--- src/rtl/dsm_pkg.sv ---
`default_nettype none
// ============================================================================
//  Module   : dsm_pkg
//  Purpose  : Definitions shared by the delta-sigma modulator and its
//             PCM sample feeder: sample width, oversample ratio and the
//             sample type.
//  Ports    : none (package)
//  Revision : 1.0  initial release
// ============================================================================
package dsm_pkg;

  localparam int SAMPLE_W = 16;
  localparam int OSR      = 256;

  // Oversample frame counter runs 0..OSR-1, so the terminal count is FF.
  localparam logic [7:0] OSR_TC = 8'hFF;

  // Modulator comparison point: unsigned mid-scale.
  localparam logic [SAMPLE_W-1:0] THRESHOLD = 16'h8000;

  typedef logic [SAMPLE_W-1:0] sample_t;

  // Returns the next frame-counter value, wrapping at the terminal count.
  function automatic logic [7:0] osr_next(input logic [7:0] cnt);
    return (cnt == OSR_TC) ? 8'h00 : cnt + 8'h01;
  endfunction

endpackage : dsm_pkg
`default_nettype wire

--- src/rtl/sample_fifo_mem.sv ---
`default_nettype none
// ============================================================================
//  Module   : sample_fifo_mem
//  Purpose  : DEPTH x SAMPLE_W simple dual-port register array. One
//             synchronous write port, one asynchronous read port that
//             presents the FIFO head.
//  Ports    : clk      - rising-edge clock
//             wr_en    - write strobe
//             wr_addr  - write address (tail pointer)
//             wr_data  - sample to store
//             rd_addr  - read address (head pointer)
//             rd_data  - sample at rd_addr, combinational
//  Revision : 1.0  initial release
// ============================================================================
module sample_fifo_mem
  import dsm_pkg::*;
#(
  parameter int DEPTH  = 16,
  parameter int ADDR_W = $clog2(DEPTH)
) (
  input  logic                clk,
  input  logic                wr_en,
  input  logic [ADDR_W-1:0]   wr_addr,
  input  logic [SAMPLE_W-1:0] wr_data,
  input  logic [ADDR_W-1:0]   rd_addr,
  output logic [SAMPLE_W-1:0] rd_data
);

  // Storage is deliberately not reset; validity is tracked by the pointers.
  sample_t r_mem [DEPTH];

  always_ff @(posedge clk) begin
    if (wr_en) begin
      r_mem[wr_addr] <= wr_data;
    end
  end

  assign rd_data = r_mem[rd_addr];

endmodule : sample_fifo_mem
`default_nettype wire

--- src/rtl/pcm_sample_feeder.sv ---
`default_nettype none
// ============================================================================
//  Module   : pcm_sample_feeder
//  Purpose  : Buffers 16-bit unsigned PCM samples from a valid/ready
//             producer and presents one stable sample to the delta-sigma
//             modulator, advancing on each pull. Underruns are handled
//             deterministically and flagged with a sticky bit.
//  Ports    : clk            - rising-edge clock
//             reset          - asynchronous active-high reset
//             in_data        - PCM sample from producer
//             in_valid       - in_data valid
//             in_ready       - FIFO can accept (level != DEPTH)
//             pull           - modulator consumes samp at this edge
//             samp           - presented sample, registered
//             level          - FIFO occupancy, registered
//             underrun       - sticky underrun flag
//             clr_underrun   - synchronous clear of underrun (wins over set)
//             underrun_count - saturating underrun counter
//                              (present only with FEEDER_STATS_EN defined)
//  Options  : `define FEEDER_STATS_EN adds the underrun_count output.
//  Revision : 1.0  initial release
// ============================================================================
module pcm_sample_feeder
  import dsm_pkg::*;
#(
  parameter int      DEPTH         = 16,
  parameter sample_t IDLE_VALUE    = 16'h8000,
  parameter bit      UNDERRUN_HOLD = 1'b0
) (
  input  logic                     clk,
  input  logic                     reset,
  input  logic [SAMPLE_W-1:0]      in_data,
  input  logic                     in_valid,
  output logic                     in_ready,
  input  logic                     pull,
  output logic [SAMPLE_W-1:0]      samp,
  output logic [$clog2(DEPTH):0]   level,
  output logic                     underrun,
  input  logic                     clr_underrun
`ifdef FEEDER_STATS_EN
  ,
  output logic [15:0]              underrun_count
`endif
);

  localparam int                   c_PTR_W   = $clog2(DEPTH);
  localparam int                   c_LEVEL_W = c_PTR_W + 1;
  localparam logic [c_LEVEL_W-1:0] c_FULL    = c_LEVEL_W'(DEPTH);
  localparam logic [c_LEVEL_W-1:0] c_EMPTY   = '0;

  logic [c_PTR_W-1:0]   r_wr_ptr;
  logic [c_PTR_W-1:0]   r_rd_ptr;
  logic [c_LEVEL_W-1:0] r_level;
  sample_t              r_samp;
  logic                 r_underrun;
  sample_t              w_head;
  logic                 w_push;
  logic                 w_pop;
  logic                 w_underrun_evt;

  // Readiness depends only on the registered level: no pull->in_ready path.
  assign in_ready       = (r_level != c_FULL);
  assign w_push         = in_valid && in_ready;
  // A push landing this same edge is not visible to the pull (no bypass).
  assign w_pop          = pull && (r_level != c_EMPTY);
  assign w_underrun_evt = pull && (r_level == c_EMPTY);

  sample_fifo_mem #(
    .DEPTH  (DEPTH),
    .ADDR_W (c_PTR_W)
  ) u_mem (
    .clk     (clk),
    .wr_en   (w_push),
    .wr_addr (r_wr_ptr),
    .wr_data (in_data),
    .rd_addr (r_rd_ptr),
    .rd_data (w_head)
  );

  // Pointers wrap naturally modulo DEPTH (power of two).
  always_ff @(posedge clk or posedge reset) begin
    if (reset) begin
      r_wr_ptr <= '0;
      r_rd_ptr <= '0;
      r_level  <= '0;
    end else begin
      if (w_push) r_wr_ptr <= r_wr_ptr + 1'b1;
      if (w_pop)  r_rd_ptr <= r_rd_ptr + 1'b1;
      case ({w_push, w_pop})
        2'b10:   r_level <= r_level + 1'b1;
        2'b01:   r_level <= r_level - 1'b1;
        default: r_level <= r_level;
      endcase
    end
  end

  always_ff @(posedge clk or posedge reset) begin
    if (reset) begin
      r_samp <= IDLE_VALUE;
    end else if (w_pop) begin
      r_samp <= w_head;
    end else if (w_underrun_evt) begin
      r_samp <= UNDERRUN_HOLD ? r_samp : IDLE_VALUE;
    end
  end

  // Clear beats a simultaneous underrun event; that event is dropped.
  always_ff @(posedge clk or posedge reset) begin
    if (reset) begin
      r_underrun <= 1'b0;
    end else if (clr_underrun) begin
      r_underrun <= 1'b0;
    end else if (w_underrun_evt) begin
      r_underrun <= 1'b1;
    end
  end

`ifdef FEEDER_STATS_EN
  logic [15:0] r_underrun_count;

  always_ff @(posedge clk or posedge reset) begin
    if (reset) begin
      r_underrun_count <= '0;
    end else if (clr_underrun) begin
      r_underrun_count <= '0;
    end else if (w_underrun_evt && (r_underrun_count != 16'hFFFF)) begin
      r_underrun_count <= r_underrun_count + 16'h0001;
    end
  end

  assign underrun_count = r_underrun_count;
`endif

  assign samp     = r_samp;
  assign level    = r_level;
  assign underrun = r_underrun;

endmodule : pcm_sample_feeder
`default_nettype wire

--- config.mk ---
export PLATFORM = sky130hd
export DESIGN_NAME = pcm_sample_feeder
export DESIGN_NICKNAME = d
export VERILOG_FILES = /design/src/rtl/dsm_pkg.sv /design/src/rtl/sample_fifo_mem.sv /design/src/rtl/pcm_sample_feeder.sv
export SDC_FILE = /design/constraint.sdc
export NUM_CORES = 1
export LEC_CHECK = 0
export CELL_PAD_IN_SITES_DETAIL_PLACEMENT = 0
export CELL_PAD_IN_SITES_GLOBAL_PLACEMENT = 1
export CORE_ASPECT_RATIO = 1.1
export CORE_MARGIN = 2
export CORE_UTILIZATION = 45
export CTS_BUF_LIST = sky130_fd_sc_hd__clkbuf_4
export CTS_CLUSTER_DIAMETER = 80
export DETAILED_ROUTE_END_ITERATION = 8
export GPL_ROUTABILITY_DRIVEN = 0
export GPL_TIMING_DRIVEN = 0
export PLACE_DENSITY_LB_ADDON = 0.1
export RECOVER_POWER = 100
export SYNTH_ARGS = -nofsm -noshare
export SYNTH_HDL_FRONTEND = slang
export SYNTH_SLANG_ARGS = --single-unit
--- constraint.sdc ---
create_clock -name clk -period 2.7 [get_ports clk]
set_clock_uncertainty 0.2 [all_clocks]
set_input_delay 0.81 -clock clk [delete_from_list [all_inputs] [get_ports clk]]
set_output_delay 0.81 -clock clk [all_outputs]
set_load 0.1 [all_outputs]
==> changes_impl.md, run 1 <==
### Changed

* Net Count, Synth at 565
* H-Tree Depth at 3
* Top Usage Layer GRT: met2
* Clock buffers at 113
* Max reg flops at 256
* TNS Setup at -0.498 ns
* Iteration-0 DRC Markers at 378
* IO Pins at 44
* Adder share at 0.00891
* Failing checks: capacitance limit, setup timing
* Buffers, non-clock at 101
* Max clock buf depth at 3
* Crit-path leading delay family: buffers and inverters
* Post-DP HPWL at 14.9 mm
* Post-synth ARST share at 0.105
* Met2 Usage GRT at 0.331
* Overall die width at 155 um
* Post-DRT Antenna Nets at 0
* Switching portion of total power at 0.360
* RSZ-0062 raised after global routing: yes
* Total power density per cell area at 1110 nW/um^2
* Most frequent cell after synthesis: edfxtp_1
* Flip-flop and latch area at 8450 um^2
* Area leader share at 0.685
* Fillcell total at 1941
* Synth cell types at 38
* Pre-Place Util at 0.459
* Lkg Pwr at 4.75 nW
* Final min period at 2.91 ns
* Die area at 26200 um^2
* Final Hold Fails at 0
* Placed insts at 891
* Status: complete, but fails checks
* Post-synthesis sequential area ratio at 0.752
* CP Buf/Inv Count at 1
* Seq. pwr at 0.00570 W
* Clock share of power at 0.251
* Reg clk slew, reported paths at 0.06 ns
* Registers at 286
* Setup-failing EPs final at 3
* Met3 WL at 1.33 mm
* CTS tree: done
* Net load switching power at 0.00548 W
* Hold Path Stages at 2
* Total wire length at 26.2 mm
* Max layer used: met4
* CP max FO at 2
* Vias in the first global route at 6152
* Worst-path cell chain: dlygate4sd2_1
* Yosys stat area at 11200 um^2
* Synth warn at 0
* R2r endpoint: level[4]$_DFFE_PP0P_
* Metal-1 WL at 11.1 mm
* GRT Resource Usage Total at 0.205
* Well-Tap Cells at 310
* Clock buf/inv share at 0.0724
* Synth mux share at 0.174
* First-pass GRT wire length at 38.1 mm
* Buffer share of cell area at 0.0786
* Biggest register: u_mem.r_mem
* Worst R2R Setup Slack at -0.10 ns
* Ys flops at 286
* Crit-path slowest cell: dlygate4sd2_1
* Hold_ws at 0.300 ns
* Per-cell routed wire length at 24.8 um
* Top non-seq family: multiplexers
* Die H at 170 um
* Combinational Power Share at 0.375
* Sequential power share at 0.374
* R2R depth at 13
* Root Buffer: clkbuf_4
* Commonest Layout Cell: edfxtp_1
* Core area at 24500 um^2
* Post-layout util at 0.561
* Count of non-CTS inverters in the layout at 21
* And+or+nand+nor area frac at 0.0178
* Worst setup SP type: flip-flop
* Max Cap Viol at 1
* Setup WS pre-CTS at -1.04 ns
* Post-DR vias/cell at 5.44
* Tightest Pin Transition at 1.49 ns
* Critical path startpoint: level[1]$_DFFE_PP0P_
* Remaining DRCs at 0
* Post-synth top flop: edfxtp_1
* Ant diodes at 2
* Combinational gate power at 0.00572 W
* Critical Path End Type: output port
* CP max stage delay at 0.85 ns
* Met1 Usage GRT at 0.272
* First-pass detailed-route iteration total at 5
* Dpl cell area at 12200 um^2
* WS Path Type: flip-flop to output port
* Cells after Synth at 536
* Fmax at 343 MHz
* Post-route insts no fill at 1056
* Post-CTS setup buffers at 16
* Number of enable flip-flop cells at 256
* Hold EP: underrun$_DFFE_PP0P_
* Clock network power at 0.00383 W
* Via count at 5747
* Post-synth top area cell: edfxtp_1
* Setup ws final at -0.211 ns
* Netlist Area Pre-Place at 11200 um^2
* Share of layout cells above drive strength 1 at 0.417
* CTS Hold Bufs at 0
* Worst Path Required at 1.69 ns
* Hold/Removal Path Class: flip-flop to flip-flop
* CP Depth at 1
* Slew margin rel. at 0.00244
* OpenROAD warning count at 33
* Grt met3 use at 0.0475
* Reg-to-Reg Start: level[1]$_DFFE_PP0P_
* Period utilization at 1.08
* Total chip power at 0.0152 W
### Gate families picked out, run 1

Scale bar: 50 um.
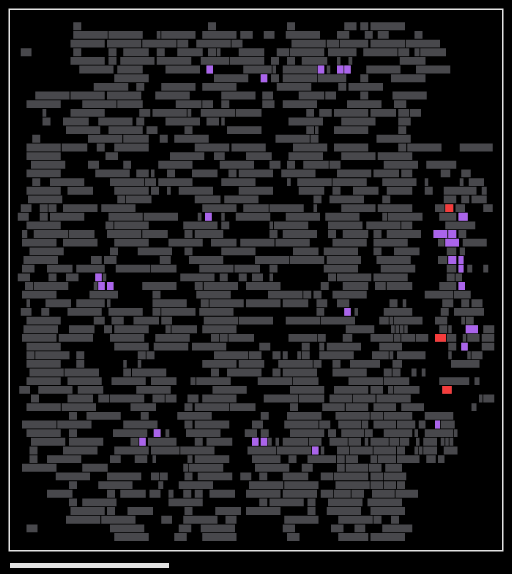
legend:
  aoi and oai cells:
    colour: purple
    cells: 26
    most_used: o22ai_1
    where: widely spread
  non-inverting ao/oa cells:
    colour: red
    cells: 3

### Clock nets, run 1

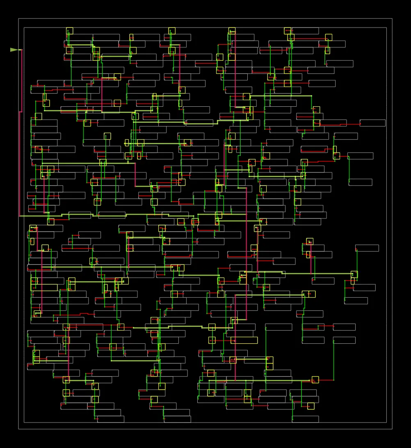
clk ins delay skew pair: 0.68 ns
CTS Sinks: 286
cts bufs inserted: 73

### Metal layers overlaid, run 1

Only two layers are drawn.
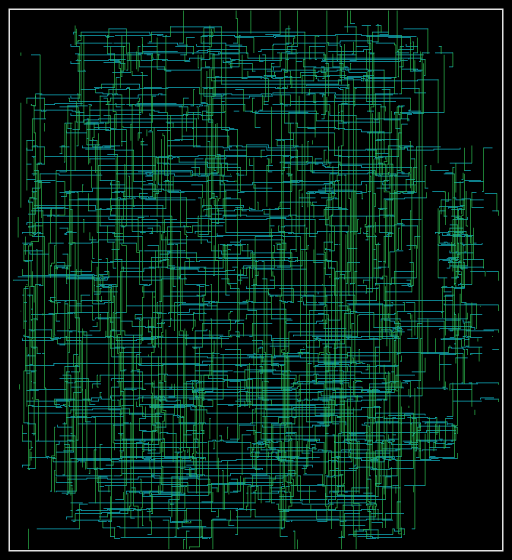
legend:
  metal 2:
    colour: green
    wire_length: 13000 um
  metal 1:
    colour: cyan
    wire_length: 11100 um

### Sequential cells grouped by signal name, run 1

Scale bar: 50 um. Other sequential cells in the stronger grey, the rest of the logic in the fainter grey.
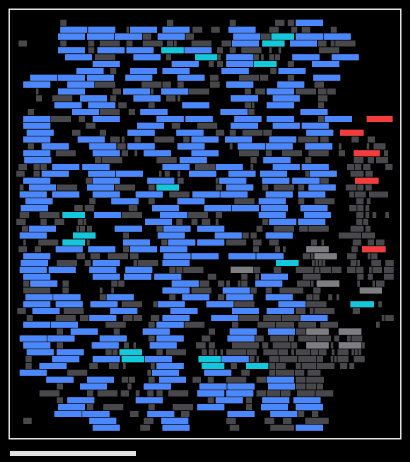
legend:
  `level`:
    colour: red
    placed_flops: 5
  `samp`:
    colour: cyan
    placed_flops: 16
  `u_mem.r_mem`:
    colour: blue
    placed_flops: 256
    where: widely spread

==> run 1 -> run 2 <==
- clock period: 2.7 -> 2.5 ns (I/O delays scaled with it)
### Clock nets, run 2

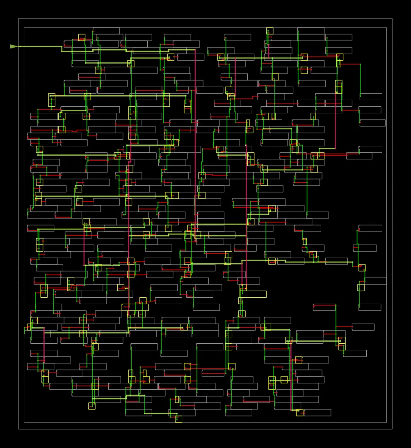
clk ins delay skew pair: 0.65 ns
registers: 286
clock buffers: 114

==> run 2 against run 1 <==
  * The run ends with capacitance limit, slew limit, setup timing left
  * Core utilization rose by 0.097 points
  * Wire length rose by 2.6%
  * Final cell count rose by 0.38%
  * Worst hold slack improved by 0.018 ns
  * Worst setup slack got worse by 0.037 ns
  * Sequential cell count did not move
  * Global-route usage rose by 0.86 points
  * Via count rose by 1.6%
==> changes_impl.md, run 2 <==
### Changed

* Resize count post-CTS at 135
* Pre-Place Util at 0.459
* Per-cell routed wire length at 25.3 um
* Post-route insts no fill at 1060
* Post-DRT Antenna Nets at 0
* Met2 Usage GRT at 0.362
* Failing checks: capacitance limit, slew limit, setup timing
* CTS Sinks at 286
* Setup WS pre-CTS at -1.17 ns
* Flip-flop and latch area at 8450 um^2
* And+or+nand+nor area frac at 0.0178
* Combinational gate power at 0.00624 W
* Critical path startpoint: level[2]$_DFFE_PP0P_
* Net load switching power at 0.00594 W
* Seq. pwr at 0.00616 W
* CP Depth at 13
* Hold Path Stages at 2
* Hold/Removal Path Class: flip-flop to flip-flop
* Max reg flops at 256
* Core area at 24500 um^2
* Commonest Layout Cell: edfxtp_1
* Metal-1 WL at 11.1 mm
* Critical Path End Type: flip-flop
* Net Count, Synth at 565
* Min-delay src: underrun$_DFFE_PP0P_
* Buffers, non-clock at 112
* Share of layout cells above drive strength 1 at 0.439
* Die area at 26200 um^2
* Largest class: flip-flops and latches
* Worst-path cell chain: nor4_4 > buf_4 > buf_6 > a21bo_4 > inv_8 > ha_4 > xor2_2 > ha_2 > buf_6 > a21oi_2 > xor2_1 > nor2_1 > xor2_1
* Reg clk slew, reported paths at 0.06 ns
* Grt met3 use at 0.0490
* Final Cell Area at 13800 um^2
* Number of enable flip-flop cells at 256
* Buffer share of cell area at 0.0776
* Row count at 60
* Post-synth top flop: edfxtp_1
* Met1 Usage GRT at 0.271
* Vias in the first global route at 6321
* Cells after Synth at 536
* Slew margin rel. at -0.0279
* Worst Setup EP: level[2]$_DFFE_PP0P_
* Max Slew Vio Count at 31
* CTS Hold Bufs at 0
* Avg Inst Size Synth at 20.9 um^2
* Most frequent cells in the layout: 256 x edfxtp_1, 114 x clkbuf_4, 62 x mux4_2
* Post-synthesis sequential area ratio at 0.752
* Cts bufs inserted at 73
* Post-synth top area cell: edfxtp_1
* H-Tree Depth at 3
* Int Pwr at 0.0106 W
* TNS Setup at -0.619 ns
* Combinational Power Share at 0.378
* Post-DP HPWL at 14.6 mm
* Iteration-0 DRC Markers at 409
* First-pass detailed-route iteration total at 5
* Clock buf/inv share at 0.0710
* Sequential power share at 0.373
* Final net count at 723
* Die H at 170 um
* Tightest Pin Transition at 1.54 ns
* Reg-to-Reg Start: level[2]$_DFFE_PP0P_
* Sequential cell area share at 0.615
* Final min period at 2.75 ns
* RSZ-0062 raised after global routing: yes
* WS Path Type: flip-flop to flip-flop
* IO Pins at 44
* Fmax at 364 MHz
* Critical Path AT at 3.07 ns
* Fillcell total at 1932
* CP max FO at 6
* Max clock buf depth at 3
* R2r endpoint: level[2]$_DFFE_PP0P_
* Logic share of the area at 0.202
* Total chip power at 0.0165 W
* Max Cap Viol at 1
* Root Buffer: clkbuf_4
* Placed insts at 888
* Setup-failing EPs final at 3
* R2R depth at 13
* Clock share of power at 0.248
* Netlist Area Pre-Place at 11200 um^2
* Overall die width at 155 um
* Adder share at 0.00891
* OpenROAD warning count at 33
* Synth warn at 0
* Main area contributors: edfxtp_1 68%, mux4_2 12%, dfrtp_1 6.5%, mux2i_1 2.7%, mux2_2 1.6%
* Max rail drop VDD at 784 uV
* Top cells by count: 256 x edfxtp_1, 62 x mux4_2, 30 x mux2i_1
* Clock network power at 0.00410 W
* Remaining DRCs at 0
* Max layer used: met4
* Period utilization at 1.10
* Pin count of the biggest net entering global routing at 31
* Post-synth ARST share at 0.105
* Ys flops at 286
* Top Usage Layer GRT: met2
* Post-DR vias/cell at 5.51
* Setup ws final at -0.248 ns
* First-pass GRT wire length at 39.5 mm
* Post-CTS setup buffers at 37
* I/O Buffers at 42
* Synth cell types at 38
* Status: complete, but fails checks
* Well-Tap Cells at 310
* Worst Path Required at 2.83 ns
* Layout area overhead at 22.5%
* Top non-seq family: multiplexers
* Most frequent cell after synthesis: edfxtp_1
* Synth mux share at 0.174
* Worst setup SP type: flip-flop
* Switching portion of total power at 0.360
* Count of non-CTS inverters in the layout at 21
* Area leader share at 0.685
* Crit-path slowest cell: dfrtp_4
* Crit-path leading delay family: flip-flops
* GRT Resource Usage Total at 0.214
* CP Buf/Inv Count at 4
* CP max stage delay at 0.52 ns
* Post-layout util at 0.562
* Total power density per cell area at 1200 nW/um^2
* Hold_ws at 0.318 ns
* Biggest register: u_mem.r_mem
* Xor/xnor share at 0.00936
* Final Hold Fails at 0
* CTS tree: done
* Grt total ovfl at 0
* Lkg Pwr at 4.81 nW
* Worst R2R Setup Slack at -0.25 ns
* Total wire length at 26.9 mm
* Ao+oa area frac at 0.0172
* Initial antenna violation count at 1
* Met3 WL at 1.47 mm
* Yosys stat area at 11200 um^2
* Hold EP: underrun$_DFFE_PP0P_
* Via count at 5840
* Ant diodes at 1
* Dpl cell area at 12200 um^2
### Ports around the boundary, run 2

Pins as bars across the die edge, other pins in grey.
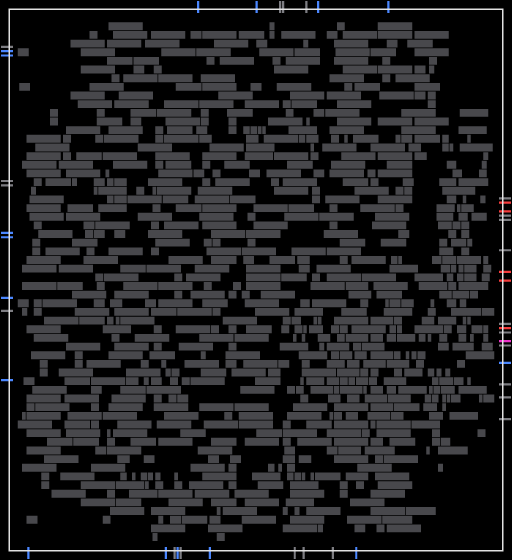
legend:
  `level`:
    colour: red
    pins: 5
    direction: output
    edge: east
  `underrun`:
    colour: magenta
    pins: 1
    direction: output
    edge: east
  `in_data`:
    colour: blue
    pins: 16
    direction: input
    edge: 6 west, 5 south, 4 north, 1 east
all pins by edge: 17 east, 10 west, 10 south, 7 north

Power is estimated from default activity; no workload was simulated.
